File: config.mk
export PLATFORM = sky130hd
export DESIGN_NAME = seg_scan_decoder
export DESIGN_NICKNAME = d
export VERILOG_FILES = /design/src/rtl/seg_scan_decoder.sv
export SDC_FILE = /design/constraint.sdc
export NUM_CORES = 1
export LEC_CHECK = 0
export ABC_AREA = 1
export CAP_MARGIN = 15
export CELL_PAD_IN_SITES_DETAIL_PLACEMENT = 1
export CELL_PAD_IN_SITES_GLOBAL_PLACEMENT = 2
export CORE_MARGIN = 3
export CORE_UTILIZATION = 38
export CTS_CLUSTER_SIZE = 12
export DETAILED_ROUTE_END_ITERATION = 10
export PLACE_DENSITY = 0.88
export REMOVE_ABC_BUFFERS = 1
export SKIP_CTS_REPAIR_TIMING = 1
export SLEW_MARGIN = 10
export SYNTH_ARGS = -nofsm -noshare
export SYNTH_HDL_FRONTEND = slang
export SYNTH_SLANG_ARGS = --single-unit
export TNS_END_PERCENT = 20
File: constraint.sdc
create_clock -name clk_100MHz -period 8.25 [get_ports clk_100MHz]
set_clock_uncertainty 0.15 [all_clocks]
set_input_delay 2.475 -clock clk_100MHz [delete_from_list [all_inputs] [get_ports clk_100MHz]]
set_output_delay 2.475 -clock clk_100MHz [all_outputs]
set_load 0.05 [all_outputs]
File: src/rtl/seg_scan_decoder.sv
// Readback decoder for a multiplexed active-low 7-segment bus: settles each digit, decodes to BCD and publishes whole frames.
// Optional per-digit decimal-point capture is enabled with `define SEG_SCAN_DP_CAPTURE_EN.
module seg_scan_decoder #(
    parameter int NUM_DIGITS     = 4,
    parameter int SETTLE_CYCLES  = 16,
    parameter int TIMEOUT_CYCLES = 1048576
) (
    input  logic                    clk_100MHz,
    input  logic                    reset,
    input  logic [NUM_DIGITS-1:0]   an_in,
    input  logic [7:0]              seg_in,
    output logic [4*NUM_DIGITS-1:0] bcd_out,
    output logic [NUM_DIGITS-1:0]   blank_mask,
    output logic                    frame_valid,
    output logic                    decode_err,
`ifdef SEG_SCAN_DP_CAPTURE_EN
    output logic [NUM_DIGITS-1:0]   dp_out,
`endif
    output logic                    stale
);

    localparam int SW = $clog2(SETTLE_CYCLES);
    localparam int TW = $clog2(TIMEOUT_CYCLES);
    localparam logic [SW-1:0] SETTLE_LAST = SW'(SETTLE_CYCLES - 1);
    localparam logic [TW-1:0] STALE_LAST  = TW'(TIMEOUT_CYCLES - 1);

    typedef enum logic [1:0] {
        ST_WAIT,
        ST_SETTLE,
        ST_HELD
    } state_t;

    logic [NUM_DIGITS-1:0] an_r;
    logic [7:0]            seg_r;
    logic [NUM_DIGITS-1:0] an_d;
    logic [7:0]            seg_d;
    logic                  sel_valid;
    logic                  changed;

    state_t                state_reg;
    state_t                state_next;
    logic [SW-1:0]         settle_cnt_reg;
    logic [SW-1:0]         settle_cnt_next;
    logic                  capture;

    logic [3:0]            dec_bcd;
    logic                  dec_blank;
    logic                  dec_illegal;

    logic [NUM_DIGITS-1:0] cap_mask;
    logic                  frame_fire;
    logic                  shadow_err_reg;
    logic [TW-1:0]         stale_cnt_reg;

    // an_d/seg_d hold the previous sample so stability is judged on registered data only
    always_ff @(posedge clk_100MHz or posedge reset) begin
        if (reset) begin
            an_r  <= '1;
            seg_r <= '1;
            an_d  <= '1;
            seg_d <= '1;
        end else begin
            an_r  <= an_in;
            seg_r <= seg_in;
            an_d  <= an_r;
            seg_d <= seg_r;
        end
    end

    assign sel_valid = $onehot(~an_r);
    assign changed   = (an_r != an_d) || (seg_r != seg_d);

    always_ff @(posedge clk_100MHz or posedge reset) begin
        if (reset) begin
            state_reg      <= ST_WAIT;
            settle_cnt_reg <= '0;
        end else begin
            state_reg      <= state_next;
            settle_cnt_reg <= settle_cnt_next;
        end
    end

    always_comb begin
        state_next      = state_reg;
        settle_cnt_next = settle_cnt_reg;
        capture         = 1'b0;
        case (state_reg)
            ST_WAIT: begin
                settle_cnt_next = '0;
                if (sel_valid) begin
                    state_next = ST_SETTLE;
                end
            end
            ST_SETTLE: begin
                if (changed) begin
                    settle_cnt_next = '0;
                    state_next      = sel_valid ? ST_SETTLE : ST_WAIT;
                end else if (settle_cnt_reg == SETTLE_LAST) begin
                    capture         = sel_valid;
                    settle_cnt_next = '0;
                    state_next      = ST_HELD;
                end else begin
                    settle_cnt_next = settle_cnt_reg + SW'(1);
                end
            end
            ST_HELD: begin
                if (changed) begin
                    settle_cnt_next = '0;
                    state_next      = sel_valid ? ST_SETTLE : ST_WAIT;
                end
            end
            default: begin
                settle_cnt_next = '0;
                state_next      = ST_WAIT;
            end
        endcase
    end

    // Decimal point (bit 0) plays no part in the digit value
    always_comb begin
        dec_bcd     = 4'h0;
        dec_blank   = 1'b0;
        dec_illegal = 1'b0;
        case (seg_r[7:1])
            7'b0000001: dec_bcd = 4'd0;
            7'b1001111: dec_bcd = 4'd1;
            7'b0010010: dec_bcd = 4'd2;
            7'b0000110: dec_bcd = 4'd3;
            7'b1001100: dec_bcd = 4'd4;
            7'b0100100: dec_bcd = 4'd5;
            7'b0100000: dec_bcd = 4'd6;
            7'b0001111: dec_bcd = 4'd7;
            7'b0000000: dec_bcd = 4'd8;
            7'b0000100: dec_bcd = 4'd9;
            7'b1111111: dec_blank = 1'b1;
            default: begin
                dec_bcd     = 4'hF;
                dec_illegal = 1'b1;
            end
        endcase
    end

    assign frame_fire = &cap_mask;

    for (genvar gi = 0; gi < NUM_DIGITS; gi++) begin : g_slot
        logic       hit;
        logic       cap_reg;
        logic [3:0] shadow_bcd_reg;
        logic       shadow_blank_reg;
        logic [3:0] bcd_reg;
        logic       blank_reg;

        assign hit = capture & ~an_r[gi];

        // A capture coinciding with frame publication belongs to the next frame
        always_ff @(posedge clk_100MHz or posedge reset) begin
            if (reset) begin
                cap_reg          <= 1'b0;
                shadow_bcd_reg   <= 4'h0;
                shadow_blank_reg <= 1'b0;
                bcd_reg          <= 4'h0;
                blank_reg        <= 1'b1;
            end else begin
                if (frame_fire) begin
                    bcd_reg   <= shadow_bcd_reg;
                    blank_reg <= shadow_blank_reg;
                end
                if (hit) begin
                    cap_reg          <= 1'b1;
                    shadow_bcd_reg   <= dec_bcd;
                    shadow_blank_reg <= dec_blank;
                end else if (frame_fire) begin
                    cap_reg <= 1'b0;
                end
            end
        end

        assign cap_mask[gi]         = cap_reg;
        assign bcd_out[4*gi +: 4]   = bcd_reg;
        assign blank_mask[gi]       = blank_reg;

`ifdef SEG_SCAN_DP_CAPTURE_EN
        logic shadow_dp_reg;
        logic dp_reg;

        always_ff @(posedge clk_100MHz or posedge reset) begin
            if (reset) begin
                shadow_dp_reg <= 1'b0;
                dp_reg        <= 1'b0;
            end else begin
                if (frame_fire) begin
                    dp_reg <= shadow_dp_reg;
                end
                if (hit) begin
                    shadow_dp_reg <= ~seg_r[0];
                end
            end
        end

        assign dp_out[gi] = dp_reg;
`endif
    end

    always_ff @(posedge clk_100MHz or posedge reset) begin
        if (reset) begin
            shadow_err_reg <= 1'b0;
            frame_valid    <= 1'b0;
            decode_err     <= 1'b0;
            stale_cnt_reg  <= '0;
        end else begin
            frame_valid <= frame_fire;
            if (frame_fire) begin
                decode_err     <= shadow_err_reg;
                shadow_err_reg <= capture & dec_illegal;
                stale_cnt_reg  <= '0;
            end else begin
                if (capture) begin
                    shadow_err_reg <= shadow_err_reg | dec_illegal;
                end
                if (stale_cnt_reg != STALE_LAST) begin
                    stale_cnt_reg <= stale_cnt_reg + TW'(1);
                end
            end
        end
    end

    assign stale = (stale_cnt_reg == STALE_LAST);

endmodule
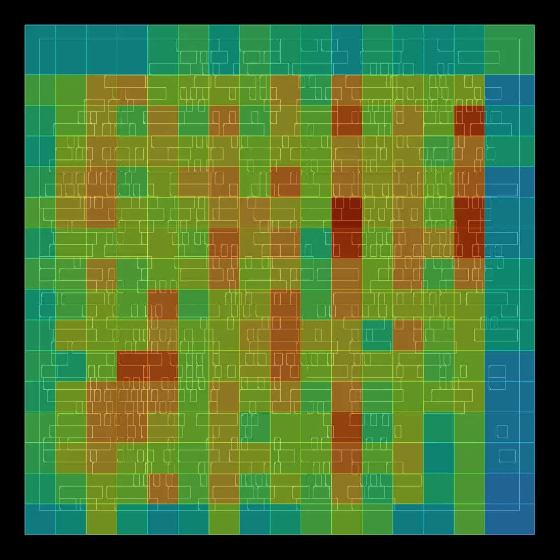
*Routing congestion*
WL/cell: 13.76 um
busiest metal layer after global routing: met2
final core occ: 45.95%

==> flow_summary.json <==
{
  "status": "complete, no violations",
  "met3_usage_pct": 3.805,
  "maxPowerGroup": "sequential cells",
  "crit_type": "flip-flop to output port",
  "path_delay_family": "buffers and inverters",
  "route.top_layer_used": "met4",
  "startpoint_type": "flip-flop",
  "clk_pin_slew_ns": 0.07,
  "rr_worst_depth": 12,
  "rows": 39,
  "hold_depth": 0,
  "netlist_area_sq_mm": 0.004489,
  "power_frac_comb_pct": 4.5,
  "slew_headroom_pct": 38.40,
  "globalRouteOverflowTotal": 0,
  "critical_path_arrival_ns": 2.51,
  "endpoint_kind": "output port",
  "whs_endpoint": "seg_d[0]",
  "vias": 3453,
  "max_stage_delay_ns": 0.81,
  "final_cell_mix": "nand2_1, dfrtp_1, inv_1",
  "worst-path-buf-inv": 2,
  "r2r-start": "an_r[3]",
  "p_sw_mw": 0.2152,
  "grt_pass1_vias": 3798,
  "setup_slack_ns": 3.112,
  "whs_ns": 0.2311,
  "postSynthSeqShare_pct": 54.85,
  "initCoreUtil_pct": 39.15,
  "p_sw_share_pct": 22.22
}
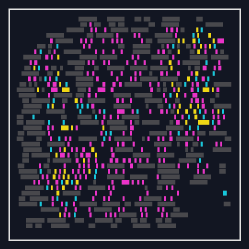
*Gate-type map*
Drawn at 2 px/um.
- inv cells: cyan (cells 59; where all over the die)
- nor cells: yellow (cells 58)
- nand cells: magenta (cells 263; where all over the die)
Final Non-Filler Cells: 722
Comb area share: 32.68%
highest-count logic cell in the final layout: nand2_1

-- cell type report --
type	count	area, sq um
fillers	1394	6198
well taps	143	178.9
multi-input cells	369	1722
flip-flops and latches	97	2462
clock inverters	5	53.80
clock buffers	11	252.7
inverters	59	224.0
repair buffers	38	375.4
-- cells by family (layout without fill, tap and decap cells) --
group	Yosys count	in the layout	share of synthesized area, %
multiplexers	1	1	0.2230
XOR/XNOR	9	9	1.756
adder cells (fa/ha/maj)	5	5	1.561
flip-flops	97	97	54.85
AND-OR/OR-AND	24	24	3.010
buffers and inverters	73	113	6.800
AND/OR/NAND/NOR	330	330	31.80
